`config.mk`:
```
export PLATFORM = sky130hd
export DESIGN_NAME = fetch_unit
export DESIGN_NICKNAME = d
export VERILOG_FILES = /design/src/rtl/fetch_pkg.sv /design/src/rtl/fetch_ireg.sv /design/src/rtl/fetch_unit.sv
export SDC_FILE = /design/constraint.sdc
export NUM_CORES = 1
export LEC_CHECK = 0
export CORE_UTILIZATION = 45
export DETAILED_ROUTE_END_ITERATION = 7
export GPL_TIMING_DRIVEN = 0
export PLACE_DENSITY = 0.8
export SLEW_MARGIN = 20
export SYNTH_ARGS = -nofsm -noshare
export SYNTH_HDL_FRONTEND = slang
export SYNTH_SLANG_ARGS = --single-unit
```
`constraint.sdc`:
```
create_clock -name clk -period 2.2 [get_ports clk]
set_input_delay 0.22 -clock clk [delete_from_list [all_inputs] [get_ports clk]]
set_output_delay 0.22 -clock clk [all_outputs]
set_load 0.005 [all_outputs]
```
`src/rtl/fetch_pkg.sv`:
```
// Shared definitions for the instruction fetch unit: state encoding, widths, NOP.
package fetch_pkg;

   localparam int unsigned FETCH_ADDR_W = 32;
   localparam int unsigned FETCH_DATA_W = 32;
   localparam logic [31:0] FETCH_NOP    = 32'h0000_0013;

   typedef enum logic [1:0] {
      ST_IDLE = 2'd0,
      ST_REQ  = 2'd1,
      ST_FULL = 2'd2,
      ST_ERR  = 2'd3
   } fetch_state_t;

   function automatic logic is_misaligned(input logic [1:0] lsb);
      return lsb != 2'b00;
   endfunction

endpackage

```
`src/rtl/fetch_ireg.sv`:
```
// Instruction/PC holding register with valid; clear drops valid and parks NOP on the data.
module fetch_ireg
   import fetch_pkg::*;
#(
   parameter int unsigned       ADDR_W = FETCH_ADDR_W,
   parameter int unsigned       DATA_W = FETCH_DATA_W,
   parameter logic [DATA_W-1:0] NOP    = DATA_W'(FETCH_NOP)
) (
   input  logic              clk,
   input  logic              rst_n,
   input  logic              i_load,
   input  logic              i_clear,
   input  logic [DATA_W-1:0] i_instr,
   input  logic [ADDR_W-1:0] i_pc,
   output logic [DATA_W-1:0] o_instr,
   output logic [ADDR_W-1:0] o_pc,
   output logic              o_valid
);

   logic [DATA_W-1:0] r_instr;
   logic [ADDR_W-1:0] r_pc;
   logic              r_valid;

   // Clear has priority so a flush can never be overtaken by a late load.
   always_ff @(posedge clk or negedge rst_n) begin
      if (!rst_n) begin
         r_instr <= NOP;
         r_pc    <= '0;
         r_valid <= 1'b0;
      end else if (i_clear) begin
         r_instr <= NOP;
         r_valid <= 1'b0;
      end else if (i_load) begin
         r_instr <= i_instr;
         r_pc    <= i_pc;
         r_valid <= 1'b1;
      end
   end

   assign o_instr = r_instr;
   assign o_pc    = r_pc;
   assign o_valid = r_valid;

endmodule

```
`src/rtl/fetch_unit.sv`:
```
// Instruction fetch: latches PC, runs a req/ack memory read, presents the word to decode
// under valid/ready, advances PC via pc_en and flushes on PC_select redirects.
module fetch_unit
   import fetch_pkg::*;
#(
   parameter int unsigned       ADDR_W = FETCH_ADDR_W,
   parameter int unsigned       DATA_W = FETCH_DATA_W,
   parameter logic [DATA_W-1:0] NOP    = DATA_W'(FETCH_NOP)
) (
   input  logic              clk,
   input  logic              rst_n,
   input  logic [ADDR_W-1:0] PC,
   input  logic              PC_select,
   output logic              pc_en,
   output logic              mem_req,
   output logic [ADDR_W-1:0] mem_addr,
   input  logic              mem_ack,
   input  logic [DATA_W-1:0] mem_rdata,
   output logic [DATA_W-1:0] instr,
   output logic [ADDR_W-1:0] instr_pc,
   output logic              instr_valid,
   input  logic              instr_ready,
   output logic              fetch_misalign
);

   fetch_state_t      r_state, w_state_nxt;
   logic              r_mem_req, w_req_nxt;
   logic [ADDR_W-1:0] r_mem_addr, w_addr_nxt;
   logic              r_pc_en, w_pc_en_nxt;
   logic              r_misalign, w_misalign_nxt;
   logic              r_drop, w_drop_nxt;
   logic              r_reload, w_reload_nxt;
   logic              w_load, w_clear, w_latch;
   logic [ADDR_W-1:0] w_latch_addr;

   always_ff @(posedge clk or negedge rst_n) begin
      if (!rst_n) begin
         r_state    <= ST_IDLE;
         r_mem_req  <= 1'b0;
         r_mem_addr <= '0;
         r_pc_en    <= 1'b0;
         r_misalign <= 1'b0;
         r_drop     <= 1'b0;
         r_reload   <= 1'b0;
      end else begin
         r_state    <= w_state_nxt;
         r_mem_req  <= w_req_nxt;
         r_mem_addr <= w_addr_nxt;
         r_pc_en    <= w_pc_en_nxt;
         r_misalign <= w_misalign_nxt;
         r_drop     <= w_drop_nxt;
         r_reload   <= w_reload_nxt;
      end
   end

   // r_reload: PC is being redirected this edge, so sample it one cycle later with req low.
   always_comb begin
      w_state_nxt    = r_state;
      w_req_nxt      = r_mem_req;
      w_addr_nxt     = r_mem_addr;
      w_pc_en_nxt    = 1'b0;
      w_misalign_nxt = r_misalign;
      w_drop_nxt     = r_drop;
      w_reload_nxt   = r_reload;
      w_load         = 1'b0;
      w_clear        = 1'b0;
      w_latch        = 1'b0;
      w_latch_addr   = PC;

      case (r_state)
         ST_IDLE: begin
            if (PC_select) begin
               w_state_nxt  = ST_REQ;
               w_reload_nxt = 1'b1;
            end else begin
               w_latch = 1'b1;
            end
         end
         ST_REQ: begin
            if (r_reload) begin
               if (!PC_select) begin
                  w_latch      = 1'b1;
                  w_reload_nxt = 1'b0;
               end
            end else if (mem_ack) begin
               if (r_drop || PC_select) begin
                  w_drop_nxt = 1'b0;
                  if (PC_select) begin
                     w_reload_nxt = 1'b1;
                     w_req_nxt    = 1'b0;
                  end else begin
                     w_latch = 1'b1;
                  end
               end else begin
                  w_load      = 1'b1;
                  w_pc_en_nxt = 1'b1;
                  w_req_nxt   = 1'b0;
                  w_state_nxt = ST_FULL;
               end
            end else if (PC_select) begin
               w_drop_nxt = 1'b1;
            end
         end
         ST_FULL: begin
            if (PC_select) begin
               w_clear      = 1'b1;
               w_reload_nxt = 1'b1;
               w_state_nxt  = ST_REQ;
            end else if (instr_ready) begin
               // PC register advances on this same edge while pc_en is still high.
               w_clear      = 1'b1;
               w_latch      = 1'b1;
               w_latch_addr = r_pc_en ? PC + ADDR_W'(4) : PC;
            end
         end
         ST_ERR: begin
            if (PC_select) begin
               w_misalign_nxt = 1'b0;
               w_reload_nxt   = 1'b1;
               w_state_nxt    = ST_REQ;
            end
         end
      endcase

      if (w_latch) begin
         w_addr_nxt = w_latch_addr;
         if (is_misaligned(w_latch_addr[1:0])) begin
            w_state_nxt    = ST_ERR;
            w_req_nxt      = 1'b0;
            w_misalign_nxt = 1'b1;
         end else begin
            w_state_nxt = ST_REQ;
            w_req_nxt   = 1'b1;
         end
      end
   end

   fetch_ireg #(
      .ADDR_W (ADDR_W),
      .DATA_W (DATA_W),
      .NOP    (NOP)
   ) u_ireg (
      .clk     (clk),
      .rst_n   (rst_n),
      .i_load  (w_load),
      .i_clear (w_clear),
      .i_instr (mem_rdata),
      .i_pc    (r_mem_addr),
      .o_instr (instr),
      .o_pc    (instr_pc),
      .o_valid (instr_valid)
   );

   // A redirect owns the PC register; the advance pulse yields to it.
   assign pc_en          = r_pc_en & ~PC_select;
   assign mem_req        = r_mem_req;
   assign mem_addr       = r_mem_addr;
   assign fetch_misalign = r_misalign;

endmodule

```
==> results_dict.tcl <==
# implementation run metrics
set metrics [dict create \
    status "finished, final reports clean" \
    worstSkewPairLatency_ns 0.38 \
    antenna_cells 0 \
    finalNetCount 764 \
    timing.rr.start "r_state[0]$_DFFE_PN0P_" \
    required_ns 2.43 \
    comb_area_frac 0.279 \
    gp_congestion 0.853 \
    dp_slack_ns -0.297 \
    grt_pass1_vias 4154 \
    ys_ff 104 \
    crit_type "flop to flop" \
    synth_cells 512 \
    core_area_um2 9860 \
    ctsResizeCount 0 \
    die_h_um 103 \
    synth_nets 582 \
    numCtsBuffers 9 \
    aoi_share 0.0527 \
    post-route-period-util 0.973 \
    cts_hold_buffers 1 \
    via_per_inst 5.08 \
    cp-start-kind "flop" \
    slew_viol_final 0 \
    critPathCaptureType "flop" \
    pg_clk_mw 1.22 \
    topCombFamilyByArea "simple AND/OR/NAND/NOR gates" \
    clock_area_frac 0.0299 \
    yosysCellCount 512 \
    r2r_slack_ns 0.06 \
    clock_path_buffers 2 \
    slew_headroom 0.507 \
    worstPathArrival_ns 2.37 \
    seq_area_um2 2610 \
    dr_wl_met3_um 1020 \
    layout_setup_ws_ns 0.0587 \
    whs_ns 0.353 \
    bufAreaShareNonClock 0.273 \
    place_inst 814 \
    synth_area_per_cell_um2 9.04 \
]
per-layer routing:
metal | GRT usage | up-vias
met4 | 0.101 | 0
met3 | 0.0632 | 17
li1 | - | 2045
met1 | 0.286 | 2015
met5 | 0 | -
met2 | 0.418 | 150
cell usage after synthesis, drive strengths merged:
library cell	instances	area share
a31oi	5	0.0068
buf	10	0.011
and3	1	0.0014
nor2	44	0.036
and4	2	0.0041
nand4	8	0.014
nor3	10	0.011
xor2	13	0.025
dfstp	3	0.017
or2	2	0.0027
ha	1	0.0027
nor4	6	0.017
or4b	1	0.0022
nand2	167	0.14
nor2b	2	0.0027
o21a	1	0.0016
mux2	2	0.0049
o21ai	2	0.0022
and2	2	0.0027
xnor2	14	0.027
clkbuf	16	0.013
o31ai	1	0.0016
or4	1	0.0016
inv	12	0.0097
nand2b	2	0.0027
a2bb2oi	1	0.0019
mux2i	1	0.0022
nor3b	1	0.0016
dfrtp	101	0.55
o311ai	1	0.0019
a21oi	34	0.037
nand3	42	0.047
or3	2	0.0027
nand4bb	1	0.0059
worst min-delay path by stage:
stage | from | to | cells past startpoint
after floorplan | rst_n | fetch_misalign$_DFF_PN0_ | 0
after global placement | u_ireg.o_pc[28]$_DFFE_PN0P_ | u_ireg.o_pc[28]$_DFFE_PN0P_ | 2
after detailed placement | rst_n | u_ireg.o_instr[20]$_DFFE_PN0P_ | 1
after CTS | mem_rdata[3] | u_ireg.o_instr[3]$_DFFE_PN0P_ | 3
after global routing | mem_rdata[27] | u_ireg.o_instr[27]$_DFFE_PN0P_ | 3
final | rst_n | u_ireg.o_instr[20]$_DFFE_PN0P_ | 2
critical path, stage by stage (launching register included):
cell,delay [ns]
dfrtp_2,0.46
nand4bb_4,0.28
nor4_2,0.67
and4_2,0.37
xnor2_1,0.13
a21oi_1,0.09
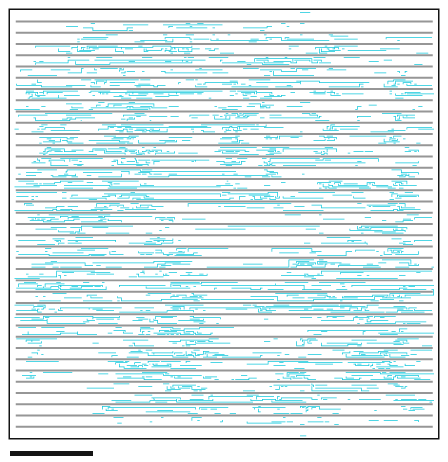
(images/m1.png)
Bar = 20 um. Supply wires on this layer in gray.
main direction = horizontal
share of all routed wire = 41%
nets with wire on the layer = 660
wire length on this layer = 5270 um
Post-Route WL: 12700 um
vias: 4227
GRT met1 Usage: 0.286

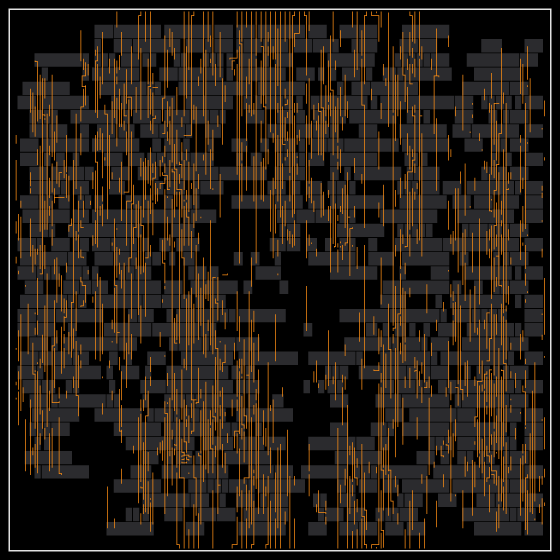
(images/m2.png)
wire length on this layer = 6230 um
main direction = vertical
longest straight run = 41.5 um
share of all routed wire = 49%
GR Util met2: 0.418

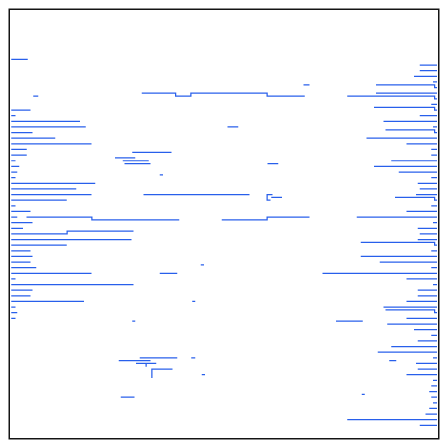
(images/m3.png)
longest straight run = 29.2 um
nets with wire on the layer = 123
share of all routed wire = 8.0%
met3 Use GR: 0.0632

